Figure 1. I/O nets highlighted.
Drawn at 2 px/micron.
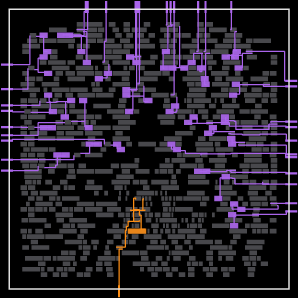
Figure 2. Clock network drawn from the DEF.
Drawn at 3 px/micron.
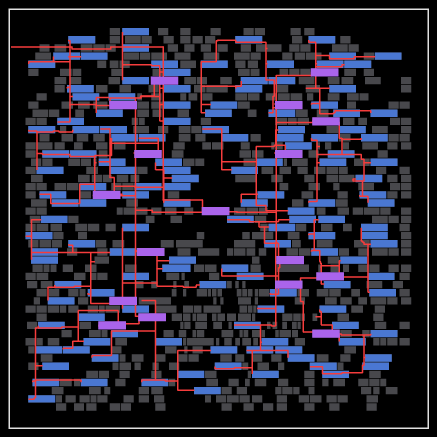
Figure 3. Cell area per tile.
Drawn at 3 px/micron. The die is cut into 14 by 14 equal tiles; dark blue is low, red is high, 0 to 100% covered.
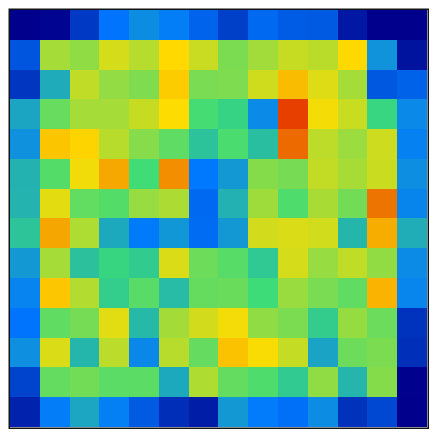
Figure 4. Track usage over the die.
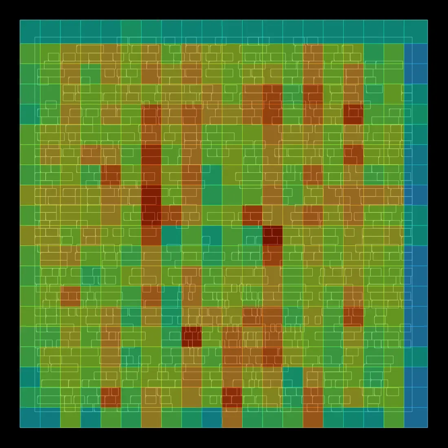
<file path="src/rtl/alu_sequencer.sv">
// Command sequencer in front of a shared combinational ALU: one-cycle ops go
// straight through, variable shifts are built from repeated shift-by-1 passes.
module alu_sequencer #(
    parameter int WIDTH   = 32,
    parameter int SHAMT_W = 5
) (
    input  logic             clk,
    input  logic             rst_n,
    input  logic             cmd_valid,
    output logic             cmd_ready,
    input  logic [3:0]       cmd_op,
    input  logic [WIDTH-1:0] cmd_a,
    input  logic [WIDTH-1:0] cmd_b,
    output logic             rsp_valid,
    input  logic             rsp_ready,
    output logic [WIDTH-1:0] rsp_result,
    output logic             rsp_zero,
    output logic [WIDTH-1:0] alu_a,
    output logic [WIDTH-1:0] alu_b,
    output logic [3:0]       alu_select,
    input  logic [WIDTH-1:0] alu_out,
    output logic             busy
);

    typedef enum logic [1:0] {IDLE, EXEC, SHIFT, DONE} state_t;

    localparam logic [3:0] OP_SLLV   = 4'hE;
    localparam logic [3:0] SEL_SHL1  = 4'h8;
    localparam logic [3:0] SEL_SHR1  = 4'h9;
    localparam logic [3:0] SEL_PASSA = 4'hD;

    state_t             state_q, state_d;
    logic [WIDTH-1:0]   op_a_q, op_a_d;
    logic [WIDTH-1:0]   op_b_q, op_b_d;
    logic [3:0]         op_q, op_d;
    logic [SHAMT_W-1:0] cnt_q, cnt_d;
    logic [WIDTH-1:0]   acc_q, acc_d;
    logic [WIDTH-1:0]   rsp_result_q, rsp_result_d;
    logic               rsp_zero_q, rsp_zero_d;

    logic               cmd_is_shift;
    logic               op_is_shift;
    logic [SHAMT_W-1:0] cmd_shamt;

    // Op codes 1110/1111 are the only variable-shift encodings.
    assign cmd_is_shift = (cmd_op[3:1] == 3'b111);
    assign op_is_shift  = (op_q[3:1] == 3'b111);
    assign cmd_shamt    = cmd_b[SHAMT_W-1:0];

    always_comb begin
        state_d      = state_q;
        op_a_d       = op_a_q;
        op_b_d       = op_b_q;
        op_d         = op_q;
        cnt_d        = cnt_q;
        acc_d        = acc_q;
        rsp_result_d = rsp_result_q;
        rsp_zero_d   = rsp_zero_q;
        alu_a        = '0;
        alu_b        = '0;
        alu_select   = SEL_PASSA;

        unique case (state_q)
            IDLE: begin
                if (cmd_valid) begin
                    op_a_d = cmd_a;
                    op_b_d = cmd_b;
                    op_d   = cmd_op;
                    cnt_d  = cmd_is_shift ? cmd_shamt : '0;
                    if (cmd_is_shift && (cmd_shamt != '0)) begin
                        acc_d   = cmd_a;
                        state_d = SHIFT;
                    end else begin
                        state_d = EXEC;
                    end
                end
            end
            EXEC: begin
                alu_a        = op_a_q;
                alu_b        = op_b_q;
                // A zero-length shift degenerates to passing A through.
                alu_select   = op_is_shift ? SEL_PASSA : op_q;
                rsp_result_d = alu_out;
                rsp_zero_d   = (alu_out == '0);
                state_d      = DONE;
            end
            SHIFT: begin
                alu_a      = acc_q;
                alu_b      = '0;
                alu_select = (op_q == OP_SLLV) ? SEL_SHL1 : SEL_SHR1;
                acc_d      = alu_out;
                cnt_d      = cnt_q - SHAMT_W'(1);
                if (cnt_q == SHAMT_W'(1)) begin
                    rsp_result_d = alu_out;
                    rsp_zero_d   = (alu_out == '0);
                    state_d      = DONE;
                end
            end
            DONE: begin
                if (rsp_ready) state_d = IDLE;
            end
            default: state_d = IDLE;
        endcase
    end

    always_ff @(posedge clk or negedge rst_n) begin
        if (!rst_n) begin
            state_q      <= IDLE;
            op_a_q       <= '0;
            op_b_q       <= '0;
            op_q         <= '0;
            cnt_q        <= '0;
            acc_q        <= '0;
            rsp_result_q <= '0;
            rsp_zero_q   <= 1'b1;
        end else begin
            state_q      <= state_d;
            op_a_q       <= op_a_d;
            op_b_q       <= op_b_d;
            op_q         <= op_d;
            cnt_q        <= cnt_d;
            acc_q        <= acc_d;
            rsp_result_q <= rsp_result_d;
            rsp_zero_q   <= rsp_zero_d;
        end
    end

    assign cmd_ready  = (state_q == IDLE);
    assign rsp_valid  = (state_q == DONE);
    assign busy       = (state_q != IDLE);
    assign rsp_result = rsp_result_q;
    assign rsp_zero   = rsp_zero_q;

endmodule
</file>
<file path="config.mk">
export PLATFORM = sky130hd
export DESIGN_NAME = alu_sequencer
export DESIGN_NICKNAME = d
export VERILOG_FILES = /design/src/rtl/alu_sequencer.sv
export SDC_FILE = /design/constraint.sdc
export NUM_CORES = 1
export LEC_CHECK = 0
export CAP_MARGIN = 20
export CELL_PAD_IN_SITES_DETAIL_PLACEMENT = 0
export CELL_PAD_IN_SITES_GLOBAL_PLACEMENT = 1
export CORE_MARGIN = 5
export CORE_UTILIZATION = 40
export CTS_CLUSTER_SIZE = 28
export DETAILED_ROUTE_END_ITERATION = 12
export PLACE_DENSITY_LB_ADDON = 0.08
export SYNTH_ARGS = -nofsm -noshare
export SYNTH_HDL_FRONTEND = slang
export SYNTH_SLANG_ARGS = --single-unit
</file>
<file path="constraint.sdc">
create_clock -name clk -period 3.1 [get_ports clk]
set_input_delay 0.62 -clock clk [delete_from_list [all_inputs] [get_ports clk]]
set_output_delay 0.62 -clock clk [all_outputs]
set_load 0.01 [all_outputs]
</file>
==> impl_results.html <==
<p>Metrics extracted from the flow reports.</p>
<table>
<tr><th>Metric</th><th>Value</th></tr>
<tr><th colspan="2">Placed design</th></tr>
<tr><td>Instance area after placement</td><td>0.00901 sq mm</td></tr>
<tr><th colspan="2">Layout</th></tr>
<tr><td>Most numerous logic cell after layout</td><td>clkdlybuf4s50_1</td></tr>
<tr><td>Layout cell share with drive strength beyond 1</td><td>31.2%</td></tr>
<tr><td>Post-Layout Inst Area</td><td>approximately 0.0097 sq mm</td></tr>
<tr><td>Antenna cell count</td><td>0</td></tr>
<tr><th colspan="2">Timing</th></tr>
<tr><td>Post-layout period usage</td><td>around 98%</td></tr>
<tr><td>Final count of pins violating max slew</td><td>0</td></tr>
<tr><th colspan="2">Floorplan</th></tr>
<tr><td>Die outline area</td><td>between 0.015 and 0.02 sq mm</td></tr>
<tr><td>Placement row count</td><td>47</td></tr>
<tr><th colspan="2">Worst setup path</th></tr>
<tr><td>Critical Path End Type</td><td>output pin</td></tr>
<tr><td>Timing startpoint of the critical path</td><td>state_q[0]$_DFFE_PN0P_</td></tr>
<tr><td>Worst Path Max Fanout</td><td>13</td></tr>
<tr><td>Worst setup path class</td><td>register to output pin</td></tr>
<tr><th colspan="2">Global route</th></tr>
<tr><td>Remaining global-route overflow</td><td>0</td></tr>
<tr><td>Antenna violations before repair</td><td>0</td></tr>
<tr><td>Number of global-route vias before repair</td><td>5,341</td></tr>
<tr><th colspan="2">Logic synthesis</th></tr>
<tr><td>Number of flip-flops and latches in the synthesized netlist</td><td>140</td></tr>
<tr><td>Tally of yosys warning messages</td><td>0</td></tr>
<tr><td>Gate count of the mapped netlist</td><td>484</td></tr>
<tr><td>Summed standard-cell area reported by yosys</td><td>0.00667 sq mm</td></tr>
<tr><th colspan="2">Power</th></tr>
<tr><td>Total power</td><td>approximately 11 mW</td></tr>
<tr><td>Pwr dens</td><td>1150 mW/mm^2</td></tr>
<tr><td>Leak Pwr</td><td>between 4 and 5 nW</td></tr>
<tr><th colspan="2">Run status</th></tr>
<tr><td>Outcome</td><td>complete, no violations</td></tr>
<tr><th colspan="2">Clock tree</th></tr>
<tr><td>Number of clock sinks seen by CTS</td><td>140</td></tr>
<tr><td>Number of clock buffers inserted by TritonCTS</td><td>17</td></tr>
<tr><th colspan="2">Routing</th></tr>
<tr><td>Final WL</td><td>18,000 microns</td></tr>
<tr><th colspan="2">Worst hold path</th></tr>
<tr><td>Kind of path behind the tightest hold check</td><td>primary input to async pin</td></tr>
</table>
-- Figure 1 (at the start) --
Orange is `cmd_ready`, bits 1, direction output, edge bottom, end cells 1, wire 89.1 microns. Purple is `cmd_a`, bits 32, direction input, edge 12 top, 11 right, 9 left, end cells 64, wire 1,370 microns.
Port Buf Inserts: 207
number of top-level design ports: 208

-- Figure 2 (at the start) --
Blue is flip-flops, count 140. Purple is clock drivers, count 17. Red is clock wires, length 1,850 microns.
There are 18 routed clock nets.
clock insertion delay at the later pin of the skew report: 410 ps
clock network power: 2.03 mW
clock skew after layout: 8.41 ps

-- Figure 3 (at the start) --
3.1% of the tiles are nearly empty. The fullest tile reaches 93%. 8.2% of the tiles are over 75% full. The mean over all tiles is 49%.
final cell utilization of the core: 58.7%
Std-Cell Core Area: 0.0165 sq mm
share of the core filled by cells before placement: 40.5%

-- Figure 4 (at the start) --
GR Util All Layers: 18.5%
met2 GRT Util: 30.8%

timing repair:
| action | in CTS | in global routing |
|---|---|---|
| gates resized | 3 | 11 |
| hold buffers | 0 | 0 |
| endpoints found under the setup margin | 24 | 34 |
worst reg2reg max path: stages (launching register included):
cell	delay, ps
dfrtp_1	400
inv_1	200
ha_4	240
mux2i_1	140
a21oi_4	530
buf_12	260
mux2_2	350
where the power goes:
part	switching [mW]	leakage, nW	total (mW)	internal (mW)
clock network	0.741	0.290	2.03	1.29
registers	0.492	1.65	3.29	2.80
logic	2.35	2.13	5.81	3.46
logic make-up after synthesis:
family | after synthesis | synth area share [%]
adders and majority gates | 6 | 1.13
muxes | 166 | 29.6
and+or+nand+nor | 73 | 6.23
DFF | 140 | 52.5
buffers and inverters | 42 | 3.62
AOI/OAI and AO/OA | 57 | 6.88
flip-flops by register name (all words and copies together), names as in the netlist:
| register | flops |
|---|---|
| op_a_q | 32 |
| rsp_zero | 1 |
| rsp_result | 32 |
| acc_q | 32 |
| op_b_q | 32 |
| cnt_q | 5 |
| state_q | 2 |
| op_q | 4 |
Yosys cell counts, types with 6 or more instances:
| library cell | number | area share [%] |
|---|---|---|
| dfrtp_1 | 139 | 52 |
| mux2_2 | 134 | 23 |
| and2_1 | 34 | 3.2 |
| a22o_1 | 32 | 4.2 |
| mux2_4 | 29 | 6.5 |
| clkbuf_1 | 21 | 1.2 |
| nand2_1 | 11 | 0.62 |
| inv_1 | 10 | 0.56 |
| nor4_1 | 8 | 0.75 |
| nor2_1 | 7 | 0.39 |
| o21ai_0 | 7 | 0.53 |
| ha_1 | 6 | 1.1 |
worst paths after layout:
path / to / slack (ps) / cells past startpoint
worst max-delay path: alu_a[26] / 70 / 6
worst min-delay path: op_b_q[11]$_DFFE_PN0P_ / 200 / 1
worst max register to register: acc_q[10]$_DFFE_PN0P_ / 860 / 6
worst min register to register: rsp_zero$_DFFE_PN1P_ / 480 / 2
max in group asynchronous: state_q[1]$_DFFE_PN0P_ / 2100 / 2
min in group clk: rsp_zero$_DFFE_PN1P_ / 480 / 2
area by class of cell:
type | count | area [sq um]
clock buffer | 26 | 509
tap | 220 | 275
fill | 1358 | 6800
multi-input combinational | 302 | 2970
inverter | 10 | 37.5
clock inverter | 6 | 82.6
timing repair buffer | 224 | 2290
sequential | 140 | 3510
metal layers:
metal | GRT usage [%] | vias up
li1 | - | 2169
met1 | 22.9 | 2392
met2 | 30.8 | 142
met3 | 6.41 | 19
met4 | 5.51 | 0
met5 | 0 | -
metrics by stage:
stage / setup TNS (ps) / setup slack (ps) / std cells / hold slack, ps
after floorplan: 0 / 829 / 484 / 324
after global placement: 0 / 280 / 896 / 464
after detailed placement: 0 / 231 / 896 / 465
after CTS: -66.5 / -21.5 / 928 / 232
after global routing: -9.82 / -3.88 / 928 / 252
final: 0 / 66.1 / 928 / 198
Power figures rest on the tool's default switching activity, not on a simulated workload.
